`src/rtl/uart_alu_if.sv`:
```
// -----------------------------------------------------------------------------
// uart_alu_if
//
// Control stage between the UART receiver and the UART transmitter.
// It collects three received bytes in order (operand A, operand B, opcode)
// and drives them as registered operands to an external combinational ALU.
// It then captures the ALU result and hands that byte to the transmitter
// with a start/done handshake.
//
// Optional feature (define the macro to enable it):
//   UART_IF_TIMEOUT_EN  inter-byte timeout. A partial frame that sits in
//                       GET_B or GET_OP for TIMEOUT_CYCLES cycles is dropped.
//
// Ports:
//   i_clock       system clock
//   i_reset       synchronous, active-high reset
//   i_rx_done     receiver done flag (a level that may stay high for
//                 several cycles per byte)
//   i_rx_data     received byte, valid while i_rx_done is high
//   i_alu_result  combinational ALU result
//   i_tx_done     transmitter finished the current byte (pulse or level)
//   o_alu_a       operand A to the ALU
//   o_alu_b       operand B to the ALU
//   o_alu_op      opcode to the ALU (low NB_OP bits of the third byte)
//   o_tx_start    one-cycle pulse that requests a transmission
//   o_tx_data     byte to transmit, held until i_tx_done
//   o_busy        high from the first accepted byte until the result is sent
//   o_overrun     one-cycle pulse: a byte arrived while not accepting
//   o_timeout     one-cycle pulse: a partial frame was discarded
//
// Handshakes:
//   Receive side: a byte is accepted on the rising edge of i_rx_done. That is
//   the cycle where i_rx_done=1 and its registered copy is 0. i_rx_data is
//   sampled in that same cycle, so a held level counts once.
//   Transmit side: o_tx_start pulses for exactly one cycle, with o_tx_data
//   already valid. o_tx_data stays stable until i_tx_done is seen in
//   WAIT_TX. i_tx_done is ignored in every other state.
// -----------------------------------------------------------------------------
module uart_alu_if #(
    parameter int NB_DATA        = 8,
    parameter int NB_OP          = 6,
    parameter int TIMEOUT_CYCLES = 1000000,
    parameter int NB_TIMEOUT     = 20
) (
    input  logic               i_clock,
    input  logic               i_reset,
    input  logic               i_rx_done,
    input  logic [NB_DATA-1:0] i_rx_data,
    input  logic [NB_DATA-1:0] i_alu_result,
    input  logic               i_tx_done,
    output logic [NB_DATA-1:0] o_alu_a,
    output logic [NB_DATA-1:0] o_alu_b,
    output logic [NB_OP-1:0]   o_alu_op,
    output logic               o_tx_start,
    output logic [NB_DATA-1:0] o_tx_data,
    output logic               o_busy,
    output logic               o_overrun,
    output logic               o_timeout
);

    typedef enum logic [2:0] {
        ST_GET_A   = 3'd0,
        ST_GET_B   = 3'd1,
        ST_GET_OP  = 3'd2,
        ST_EXEC    = 3'd3,
        ST_LATCH   = 3'd4,
        ST_WAIT_TX = 3'd5
    } state_t;

    state_t             r_state;
    logic               r_rx_done_q;
    logic [NB_DATA-1:0] r_alu_a;
    logic [NB_DATA-1:0] r_alu_b;
    logic [NB_OP-1:0]   r_alu_op;
    logic               r_tx_start;
    logic [NB_DATA-1:0] r_tx_data;
    logic               r_busy;
    logic               r_overrun;
    logic               r_timeout;

    logic               w_rx_event;
    logic               w_expired;

    // Rising edge of the receiver's done level.
    assign w_rx_event = i_rx_done & ~r_rx_done_q;

`ifdef UART_IF_TIMEOUT_EN
    logic [NB_TIMEOUT-1:0] r_timer;
    logic                  w_waiting;

    assign w_waiting = (r_state == ST_GET_B) || (r_state == ST_GET_OP);
    // An accepted byte in the expiry cycle takes priority over the timeout.
    assign w_expired = w_waiting && !w_rx_event &&
                       (r_timer == NB_TIMEOUT'(TIMEOUT_CYCLES - 1));

    always_ff @(posedge i_clock) begin
        if (i_reset) begin
            r_timer <= '0;
        end else if (w_rx_event || !w_waiting || w_expired) begin
            r_timer <= '0;
        end else begin
            r_timer <= r_timer + NB_TIMEOUT'(1);
        end
    end
`else
    // Without the timeout, GET_B and GET_OP wait indefinitely.
    assign w_expired = 1'b0;
`endif

    always_ff @(posedge i_clock) begin
        if (i_reset) begin
            r_state     <= ST_GET_A;
            r_rx_done_q <= 1'b0;
            r_alu_a     <= '0;
            r_alu_b     <= '0;
            r_alu_op    <= '0;
            r_tx_start  <= 1'b0;
            r_tx_data   <= '0;
            r_busy      <= 1'b0;
            r_overrun   <= 1'b0;
            r_timeout   <= 1'b0;
        end else begin
            r_rx_done_q <= i_rx_done;
            // Pulse outputs default low and are raised for a single cycle.
            r_tx_start  <= 1'b0;
            r_overrun   <= 1'b0;
            r_timeout   <= 1'b0;

            case (r_state)
                ST_GET_A: begin
                    if (w_rx_event) begin
                        r_alu_a <= i_rx_data;
                        r_busy  <= 1'b1;
                        r_state <= ST_GET_B;
                    end
                end

                ST_GET_B: begin
                    if (w_rx_event) begin
                        r_alu_b <= i_rx_data;
                        r_state <= ST_GET_OP;
                    end else if (w_expired) begin
                        r_timeout <= 1'b1;
                        r_busy    <= 1'b0;
                        r_state   <= ST_GET_A;
                    end
                end

                ST_GET_OP: begin
                    if (w_rx_event) begin
                        // Opcode bits above NB_OP are dropped.
                        r_alu_op <= i_rx_data[NB_OP-1:0];
                        r_state  <= ST_EXEC;
                    end else if (w_expired) begin
                        r_timeout <= 1'b1;
                        r_busy    <= 1'b0;
                        r_state   <= ST_GET_A;
                    end
                end

                // The operands are already stable. This cycle lets the
                // external ALU settle before its result is captured.
                ST_EXEC: begin
                    if (w_rx_event) begin
                        r_overrun <= 1'b1;
                    end
                    r_state <= ST_LATCH;
                end

                ST_LATCH: begin
                    if (w_rx_event) begin
                        r_overrun <= 1'b1;
                    end
                    r_tx_data  <= i_alu_result;
                    r_tx_start <= 1'b1;
                    r_state    <= ST_WAIT_TX;
                end

                ST_WAIT_TX: begin
                    // A byte that arrives together with i_tx_done is still
                    // dropped. The frame ends first, and the receiver's edge
                    // has been consumed.
                    if (w_rx_event) begin
                        r_overrun <= 1'b1;
                    end
                    if (i_tx_done) begin
                        r_busy  <= 1'b0;
                        r_state <= ST_GET_A;
                    end
                end

                default: begin
                    r_busy  <= 1'b0;
                    r_state <= ST_GET_A;
                end
            endcase
        end
    end

    assign o_alu_a    = r_alu_a;
    assign o_alu_b    = r_alu_b;
    assign o_alu_op   = r_alu_op;
    assign o_tx_start = r_tx_start;
    assign o_tx_data  = r_tx_data;
    assign o_busy     = r_busy;
    assign o_overrun  = r_overrun;
    assign o_timeout  = r_timeout;

endmodule

```
`config.mk`:
```
export PLATFORM = sky130hd
export DESIGN_NAME = uart_alu_if
export DESIGN_NICKNAME = d
export VERILOG_FILES = /design/src/rtl/uart_alu_if.sv
export SDC_FILE = /design/constraint.sdc
export NUM_CORES = 1
export LEC_CHECK = 0
export CORE_AREA = 2 2 65 67
export CTS_CLUSTER_SIZE = 10
export DETAILED_ROUTE_END_ITERATION = 12
export DIE_AREA = 0 0 67 69
export GPL_ROUTABILITY_DRIVEN = 0
export PLACE_DENSITY_LB_ADDON = 0.15
export SLEW_MARGIN = 20
export SYNTH_ARGS = -nofsm -noshare
export SYNTH_HDL_FRONTEND = slang
export SYNTH_SLANG_ARGS = --single-unit
```
`constraint.sdc`:
```
create_clock -name i_clock -period 3.9 [get_ports i_clock]
set_clock_uncertainty 0.05 [all_clocks]
set_input_delay 0.585 -clock i_clock [delete_from_list [all_inputs] [get_ports i_clock]]
set_output_delay 0.585 -clock i_clock [all_outputs]
set_load 0.05 [all_outputs]
```
Fig. 1: the metal 1 layer
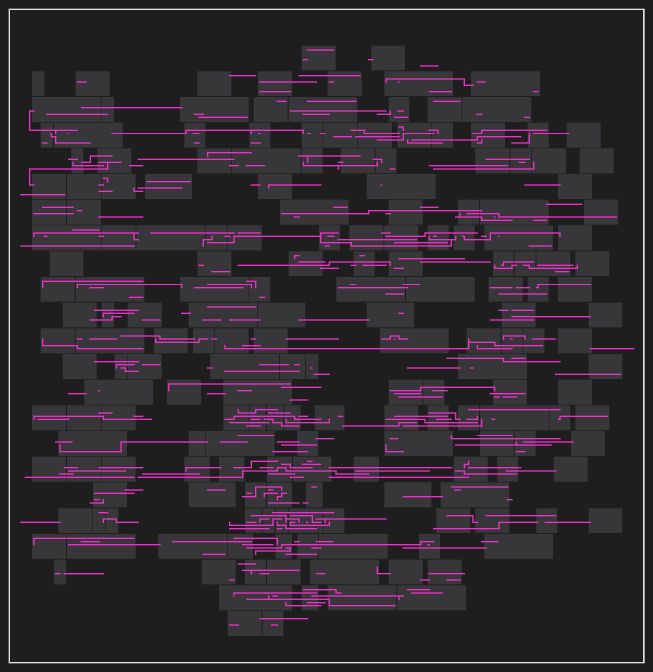
The layer holds 44% of the routed length. 178 nets have wire on it. The longest straight run is 25.8 um. The wires run mostly horizontal.
GR Util met1: 18.6%
final WL: 3230 um
routed via count: 1136

==> summary.rpt <==
===============================================================================
Outcome                                                            finished clean
Count of antenna diodes in the layout                                         0
Number of buffers added for setup after CTS                                   0
Average size of a mapped cell                                          10.5 um2
Warnings from Yosys                                                           0
Largest net degree at the start of global routing                            31
Logic area                                                              692 um2
Remaining Overflow, GRT                                                       0
Unique cell types                                                            25
Cell-internal power                                                      573 uW
Vias per inst                                                              4.69
Area contributors post-synth                                       sky130_fd_sc_hd__dfxtp_1, sky130_fd_sc_hd__mux2i_1, sky130_fd_sc_hd__nand2b_1, sky130_fd_sc_hd__nor2_1, sky130_fd_sc_hd__buf_6
Sw Pwr                                                                   215 uW
Clock tree from TritonCTS                                                  done
Final non-filler cell total                                                 242
Most frequent cells after synthesis                                sky130_fd_sc_hd__dfxtp_1, sky130_fd_sc_hd__nand2b_1, sky130_fd_sc_hd__mux2i_1
Share of post-route cells with drive strength above 1                     5.73%
Max Slew Vio Count                                                            0
First-pass GRT wire length                                              5160 um
Critical Path Start                                                  o_alu_a[6]
Number of top-level pins                                                     54
Type of the tightest min-delay check                               flip-flop to flip-flop
Most heavily used metal layer in global routing                            met2
Critical path launch point type                                       flip-flop
Post-route setup TNS                                                       0 ns
Fraction of standard cell area in multi-input logic                       32.7%
Total power                                                              788 uW
Critical path destination                                            o_alu_a[6]
Number of logged tool warnings                                               26
Length of the first detailed-routing pass in iterations                       4
Number of rows in the core area                                              23
Clock-cell share of area                                                  3.49%
Hold Path Cell Cnt                                                            2
Top Metal Used                                                             met4
Clock sink count                                                             37
Group with the largest share of power                              sequential cells
Fraction of standard cell area that is sequential                         35.0%
Layout Cell Area excl Fill                                          0.00211 mm2
AND/OR/NAND/NOR Cells, Area Fraction                                      22.6%
Power of the clock network                                               238 uW
Total of endpoints with negative setup slack in the final report              0
Met3 Usage GRT                                                            6.69%
Yosys synthesis chip area                                           0.00151 mm2
Dominant flop cell                                                 sky130_fd_sc_hd__dfxtp_1
Pre-CTS setup slack                                                     1.56 ns
Worst path setup slack after routing                                    1.83 ns
Maximum vdd drop                                                       0.180 mV
Share of power burned in combinational logic                              18.3%
Crit path largest cell delay                                            0.82 ns
Most common cell after layout, fill and taps aside                 sky130_fd_sc_hd__clkdlybuf4s50_1
Count of instantiated cells in the yosys netlist                            143
Share of total power in the clock network                                 30.2%
Unrepaired setup endpoints after global routing                              no
WP buf/inv                                                                    1
Buffering overhead                                                        25.3%
Flip-flop and latch count after synthesis                                    37
Final Core Density                                                        54.0%
Top comb family, area                                              simple AND/OR/NAND/NOR gates
Achievable Freq                                                         483 MHz
First-iteration detailed-routing DRC count                                   53
Area fraction in mux cells                                                20.0%
Setup CP Type                                                      flip-flop to primary output
Worst-case clock buffer depth                                                 2
Area of the placeable core                                          0.00391 mm2
Met2 routed WL                                                          1400 um
Total of clock buffers placed in the layout                                   5
Complex Gates by Area                                                     3.16%
Highest-delay cell along the critical path                         sky130_fd_sc_hd__clkdlybuf4s50_1
Via count of the first global-routing pass                                 1063
Minimum period implied by the final worst setup slack                   2.07 ns
Chip Area                                                           0.00462 mm2
Number of placed instances with taps included                               236
Initial antenna violation count                                               0
===============================================================================
Fig. 2: met2 routing
Bar = 20 um.
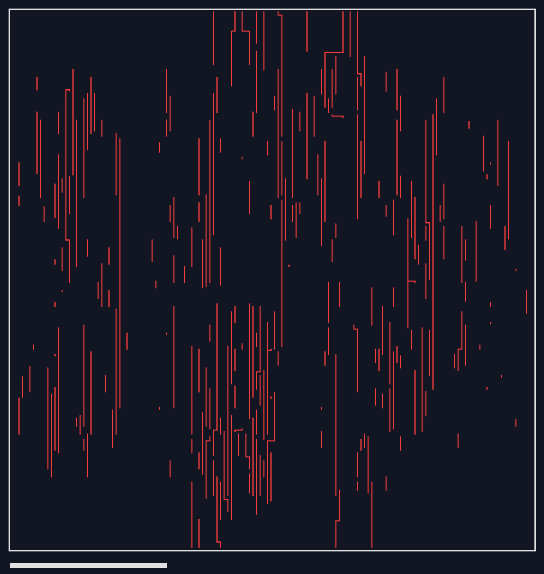
The longest straight run is 35.0 um. The layer holds 43% of the routed length. The wires run mostly vertical. The layer carries 1400 um of wire.

Power is estimated from default activity; no workload was simulated.
